==> run_1/clock_nets.png <==
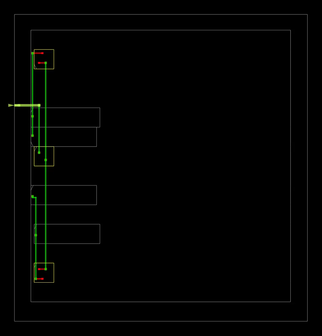
==> run_1/layers.png <==
Drawn at 6 px/um.
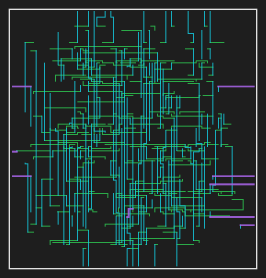
==> run_1/clock_wires.png <==
Drawn at 12 px/um.
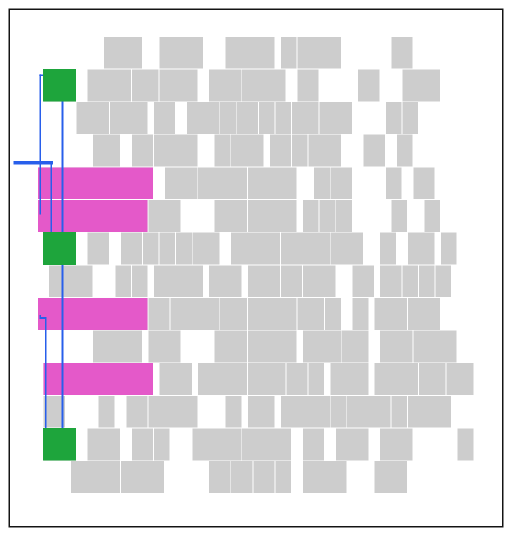
`src/rtl/ctrl_pkg.sv`:
```
// Shared definitions for the control sequencer: opcodes, microsteps and control-word bit positions.
// Conditional jumps are enabled by defining CTRL_COND_JUMP_EN.
package ctrl_pkg;

  localparam logic [3:0] OP_NOP = 4'b0000;
  localparam logic [3:0] OP_LDA = 4'b0001;
  localparam logic [3:0] OP_ADD = 4'b0010;
  localparam logic [3:0] OP_SUB = 4'b0011;
  localparam logic [3:0] OP_STA = 4'b0100;
  localparam logic [3:0] OP_LDI = 4'b0101;
  localparam logic [3:0] OP_JMP = 4'b0110;
  localparam logic [3:0] OP_JC  = 4'b0111;
  localparam logic [3:0] OP_JZ  = 4'b1000;
  localparam logic [3:0] OP_OUT = 4'b1110;
  localparam logic [3:0] OP_HLT = 4'b1111;

  typedef enum logic [2:0] {
    T0 = 3'd0,
    T1 = 3'd1,
    T2 = 3'd2,
    T3 = 3'd3,
    T4 = 3'd4
  } step_t;

  localparam int CW_W   = 16;
  localparam int CW_HLT = 15;
  localparam int CW_MI  = 14;
  localparam int CW_RI  = 13;
  localparam int CW_RO  = 12;
  localparam int CW_IO  = 11;
  localparam int CW_II  = 10;
  localparam int CW_AI  = 9;
  localparam int CW_AO  = 8;
  localparam int CW_EO  = 7;
  localparam int CW_SUB = 6;
  localparam int CW_BI  = 5;
  localparam int CW_OI  = 4;
  localparam int CW_CE  = 3;
  localparam int CW_CO  = 2;
  localparam int CW_J   = 1;
  localparam int CW_FI  = 0;

endpackage

```
`src/rtl/microcode_rom.sv`:
```
// Combinational microcode: (step, opcode, flags) -> control word.
// JC/JZ and FI are only decoded when CTRL_COND_JUMP_EN is defined.
module microcode_rom
  import ctrl_pkg::*;
(
  input  logic [2:0]      i_step,
  input  logic [3:0]      i_opcode,
  input  logic            i_cf,
  input  logic            i_zf,
  output logic [CW_W-1:0] o_cw
);

`ifndef CTRL_COND_JUMP_EN
  logic w_unused_flags;
  assign w_unused_flags = i_cf ^ i_zf;
`endif

  always_comb begin
    // NOTE: every output gets a default first so no path leaves it unassigned (no latch).
    o_cw = '0;
    case (i_step)
      T0: begin
        o_cw[CW_CO] = 1'b1;
        o_cw[CW_MI] = 1'b1;
      end
      T1: begin
        o_cw[CW_RO] = 1'b1;
        o_cw[CW_II] = 1'b1;
        o_cw[CW_CE] = 1'b1;
      end
      T2: begin
        case (i_opcode)
          OP_LDA, OP_ADD, OP_SUB, OP_STA: begin
            o_cw[CW_IO] = 1'b1;
            o_cw[CW_MI] = 1'b1;
          end
          OP_LDI: begin
            o_cw[CW_IO] = 1'b1;
            o_cw[CW_AI] = 1'b1;
          end
          OP_JMP: begin
            o_cw[CW_IO] = 1'b1;
            o_cw[CW_J]  = 1'b1;
          end
`ifdef CTRL_COND_JUMP_EN
          OP_JC: begin
            o_cw[CW_IO] = i_cf;
            o_cw[CW_J]  = i_cf;
          end
          OP_JZ: begin
            o_cw[CW_IO] = i_zf;
            o_cw[CW_J]  = i_zf;
          end
`endif
          OP_OUT: begin
            o_cw[CW_AO] = 1'b1;
            o_cw[CW_OI] = 1'b1;
          end
          OP_HLT:  o_cw[CW_HLT] = 1'b1;
          default: ;
        endcase
      end
      T3: begin
        case (i_opcode)
          OP_LDA: begin
            o_cw[CW_RO] = 1'b1;
            o_cw[CW_AI] = 1'b1;
          end
          OP_ADD, OP_SUB: begin
            o_cw[CW_RO]  = 1'b1;
            o_cw[CW_BI]  = 1'b1;
            o_cw[CW_SUB] = (i_opcode == OP_SUB);
          end
          OP_STA: begin
            o_cw[CW_AO] = 1'b1;
            o_cw[CW_RI] = 1'b1;
          end
          default: ;
        endcase
      end
      T4: begin
        if (i_opcode == OP_ADD || i_opcode == OP_SUB) begin
          o_cw[CW_EO]  = 1'b1;
          o_cw[CW_AI]  = 1'b1;
          o_cw[CW_SUB] = (i_opcode == OP_SUB);
`ifdef CTRL_COND_JUMP_EN
          o_cw[CW_FI]  = 1'b1;
`endif
        end
      end
      default: ;
    endcase
  end

endmodule

```
`src/rtl/control_sequencer.sv`:
```
// Five-step microcode sequencer: step counter, halt latch, optional CF/ZF flag register.
// Define CTRL_COND_JUMP_EN to build the flag register and enable JC/JZ.
module control_sequencer
  import ctrl_pkg::*;
(
  input  logic       clk,
  input  logic       rst,
  input  logic [3:0] opcode,
  input  logic       CARRY,
  input  logic       ZERO,
  output logic       HLT,
  output logic       MI,
  output logic       RI,
  output logic       RO,
  output logic       IO,
  output logic       II,
  output logic       AI,
  output logic       AO,
  output logic       EO,
  output logic       SUB,
  output logic       BI,
  output logic       OI,
  output logic       CE,
  output logic       CO,
  output logic       J,
  output logic       FI,
  output logic [2:0] step,
  output logic       halted
);

  step_t           r_step, w_step_next;
  logic            r_halted, w_halted_next;
  logic            w_cf, w_zf;
  logic [CW_W-1:0] w_rom_cw, w_cw;

  microcode_rom u_rom (
    .i_step   (r_step),
    .i_opcode (opcode),
    .i_cf     (w_cf),
    .i_zf     (w_zf),
    .o_cw     (w_rom_cw)
  );

  always_comb begin
    w_step_next   = r_step;
    w_halted_next = r_halted;
    if (!r_halted) begin
      if (w_rom_cw[CW_HLT]) begin
        w_halted_next = 1'b1;
      end else begin
        case (r_step)
          T0:      w_step_next = T1;
          T1:      w_step_next = T2;
          T2:      w_step_next = T3;
          T3:      w_step_next = T4;
          default: w_step_next = T0;
        endcase
      end
    end
  end

  // NOTE: sequential state uses non-blocking assignments so every flop samples pre-edge values.
  always_ff @(posedge clk or posedge rst) begin
    if (rst) begin
      r_step   <= T0;
      r_halted <= 1'b0;
    end else begin
      r_step   <= w_step_next;
      r_halted <= w_halted_next;
    end
  end

`ifdef CTRL_COND_JUMP_EN
  logic r_cf, r_zf;

  always_ff @(posedge clk or posedge rst) begin
    if (rst) begin
      r_cf <= 1'b0;
      r_zf <= 1'b0;
    end else if (w_cw[CW_FI]) begin
      r_cf <= CARRY;
      r_zf <= ZERO;
    end
  end

  assign w_cf = r_cf;
  assign w_zf = r_zf;
`else
  logic w_unused_datapath_flags;
  assign w_unused_datapath_flags = CARRY ^ ZERO;
  assign w_cf = 1'b0;
  assign w_zf = 1'b0;
`endif

  // Reset gates the outputs combinationally so the datapath sees zeros before any edge.
  always_comb begin
    w_cw = w_rom_cw;
    if (rst) begin
      w_cw = '0;
    end else if (r_halted) begin
      w_cw         = '0;
      w_cw[CW_HLT] = 1'b1;
    end
  end

  assign HLT    = w_cw[CW_HLT];
  assign MI     = w_cw[CW_MI];
  assign RI     = w_cw[CW_RI];
  assign RO     = w_cw[CW_RO];
  assign IO     = w_cw[CW_IO];
  assign II     = w_cw[CW_II];
  assign AI     = w_cw[CW_AI];
  assign AO     = w_cw[CW_AO];
  assign EO     = w_cw[CW_EO];
  assign SUB    = w_cw[CW_SUB];
  assign BI     = w_cw[CW_BI];
  assign OI     = w_cw[CW_OI];
  assign CE     = w_cw[CW_CE];
  assign CO     = w_cw[CW_CO];
  assign J      = w_cw[CW_J];
  assign FI     = w_cw[CW_FI];
  assign step   = r_step;
  assign halted = r_halted;

endmodule

```
`config.mk`:
```
export PLATFORM = sky130hd
export DESIGN_NAME = control_sequencer
export DESIGN_NICKNAME = d
export VERILOG_FILES = /design/src/rtl/ctrl_pkg.sv /design/src/rtl/microcode_rom.sv /design/src/rtl/control_sequencer.sv
export SDC_FILE = /design/constraint.sdc
export NUM_CORES = 1
export LEC_CHECK = 0
export ABC_AREA = 1
export CAP_MARGIN = 30
export CORE_AREA = 2 2 39 41
export DETAILED_ROUTE_END_ITERATION = 7
export DIE_AREA = 0 0 41 43
export HOLD_SLACK_MARGIN = 0.05
export PLACE_DENSITY_LB_ADDON = 0.05
export SETUP_SLACK_MARGIN = 0.5
export SYNTH_ARGS = -nofsm -noshare
export SYNTH_HDL_FRONTEND = slang
export SYNTH_SLANG_ARGS = --single-unit
export TNS_END_PERCENT = 10
```
`constraint.sdc`:
```
create_clock -name clk -period 2 [get_ports clk]
set_input_delay 0.4 -clock clk [delete_from_list [all_inputs] [get_ports clk]]
set_output_delay 0.4 -clock clk [all_outputs]
set_load 0.005 [all_outputs]
```
==> flow_summary.toml, run 1 <==
# physical design summary
[status]
status = "finished, final reports clean"

[placement]
place.gp.congestion = 0.7695
port_buffers = 24
pre_cts_slack_ns = -0.3757

[worst_setup_path]
crit_family = "buffers and inverters"
cp-end-kind = "primary output"
crit_cells = 8
crit_required_ns = 1.60
worstPathArrival_ns = 1.40
endpoint = "AO"

[synthesis]
ys_warn_count = 0
topCellsByArea = "dfrtp_1 (21%), nand2_1 (14%), nand3_1 (9.4%), nor2_1 (9.4%), inv_1 (8.6%)"
synth_top_area_share_pct = 20.94
synthMuxAreaShare_pct = 0
netlist_top_cells_count = "nand2_1 (18), nor2_1 (12), inv_1 (11)"
synth-xor-area-share_pct = 0
yosys_area_sq_um = 478.0
adder_share_pct = 0
ys_seq_share_pct = 20.94
synth.distinct_cells = 17
synthArstFlopShare_pct = 100.0

[floorplan]
rows = 14
die-area_sq_um = 1763
dieHeight_um = 43
fp_util_pct = 34.54

[pwr]
netSwitchingFraction_pct = 24.87
peakVddDrop_v = 0.0002041
p_seq_uw = 81.4
combPwrFrac_pct = 22.0
clkPwrFrac_pct = 42.4
p_sw_uw = 56.90
power.total_uw = 228.8

[final_layout]
final_cells = 153
n_sequential_cell = 4
fin_util_pct = 73.24
inv_count = 15
postLayoutCellArea_sq_um = 1013
sh_seq_area_pct = 10.00
mostFrequentLayoutCells = "buf_4 (23), nand2_1 (13), inv_1 (9)"
drive_above_1_share_pct = 52.55
diodes = 0

[cts]
clk_path_buf_depth = 2
htreeDepth = 1
cts-resized-gates = 81

[route]
wl_met1_um = 706
wl_met2_um = 996
drt-total-wl_mm = 1.741

[timing]
hold_slack_ns = 0.1881
max_freq_ghz = 0.5565

[flow_run]
warnings = 30

[global_routing]
first_global_vias = 696
Notes on clock_nets.png above:
clk sinks: 4
clock skew: 0.0004803 ns
Clock Power: 97.0 uW
CLK BUF: 3
CTS Buf Count: 3

Notes on layers.png above:
color	layer	wire length
cyan	M2	996 um
purple	M3	38.3 um
green	M1	707 um
vias: 718
total track usage: 22.96%
wire per inst: 11.38 um

Notes on clock_wires.png above:
[green] clock-net drivers | count: 3
[magenta] flip-flops | count: 4
[blue] clock wires | length: 66.2 um
routed clock nets	4

==> run_1/gates.png <==
Drawn at 6 px/um.
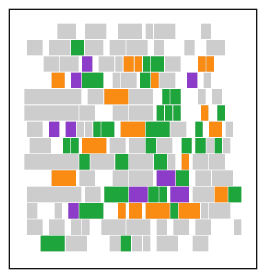

## Run 2: what changed since run 1
- CORE_AREA: 2 2 39 41 -> 10 10 47 49
- DIE_AREA: 0 0 41 43 -> 0 0 57 59
==> run_2/gates.png <==
Drawn at 4 px/um.
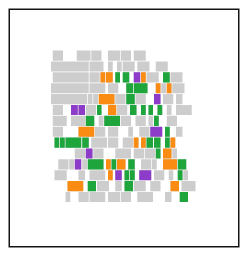
color	family	cells	most used
green	nand cells	33	nand2_1
orange	nor cells	18	nor2_1
purple	aoi and oai cells	9	a21oi_1

==> run_2/clock_nets.png <==
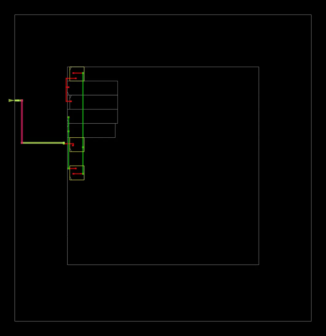
clock skew: 0.002508 ns
Clock Power: 94.3 uW
count of flip-flops and latches: 4
clock latency at the later pin of the worst-skew pair: 0.23 ns

==> flow_summary.toml, run 2 <==
# physical design summary
[floorplan]
dieHeight_um = 59
fp_util_pct = 34.11

[final_layout]
diodes = 0
final_cells = 155
mostFrequentLayoutCells = "buf_4 (27), nand2_1 (15), dlygate4sd2_1 (12)"
fin_util_pct = 71.70
nClkBuffers = 3
drive_above_1_share_pct = 48.20

[pwr]
clkPwrFrac_pct = 41.4
p_seq_uw = 81.4
power.total_uw = 227.9
peakVddDrop_v = 0.0002488
netSwitchingFraction_pct = 24.42

[status]
status = "finished, final reports clean"

[worst_setup_path]
cp-end-kind = "primary output"
endpoint = "AI"
crit_family = "buffers and inverters"

[cts]
cts_num_sinks = 4
htreeDepth = 1
cts-buffers-inserted = 3

[route]
vias = 720
wl_per_cell_um = 13.50
wl_met1_um = 654
drt-total-wl_mm = 2.092
wl_met2_mm = 1.211

[synthesis]
synth-xor-area-share_pct = 0
topCellsByArea = "dfrtp_1 (21%), nand2_1 (14%), nand3_1 (9.4%), nor2_1 (9.4%), inv_1 (8.6%)"
synth_top_area_share_pct = 20.94
synth.distinct_cells = 17
synthArstFlopShare_pct = 100.0
adder_share_pct = 0
synthMuxAreaShare_pct = 0

[placement]
pre_cts_slack_ns = -0.3592
port_buffers = 24

[timing]
hold_slack_ns = 0.3574
Power figures rest on the tool's default switching activity, not on a simulated workload.
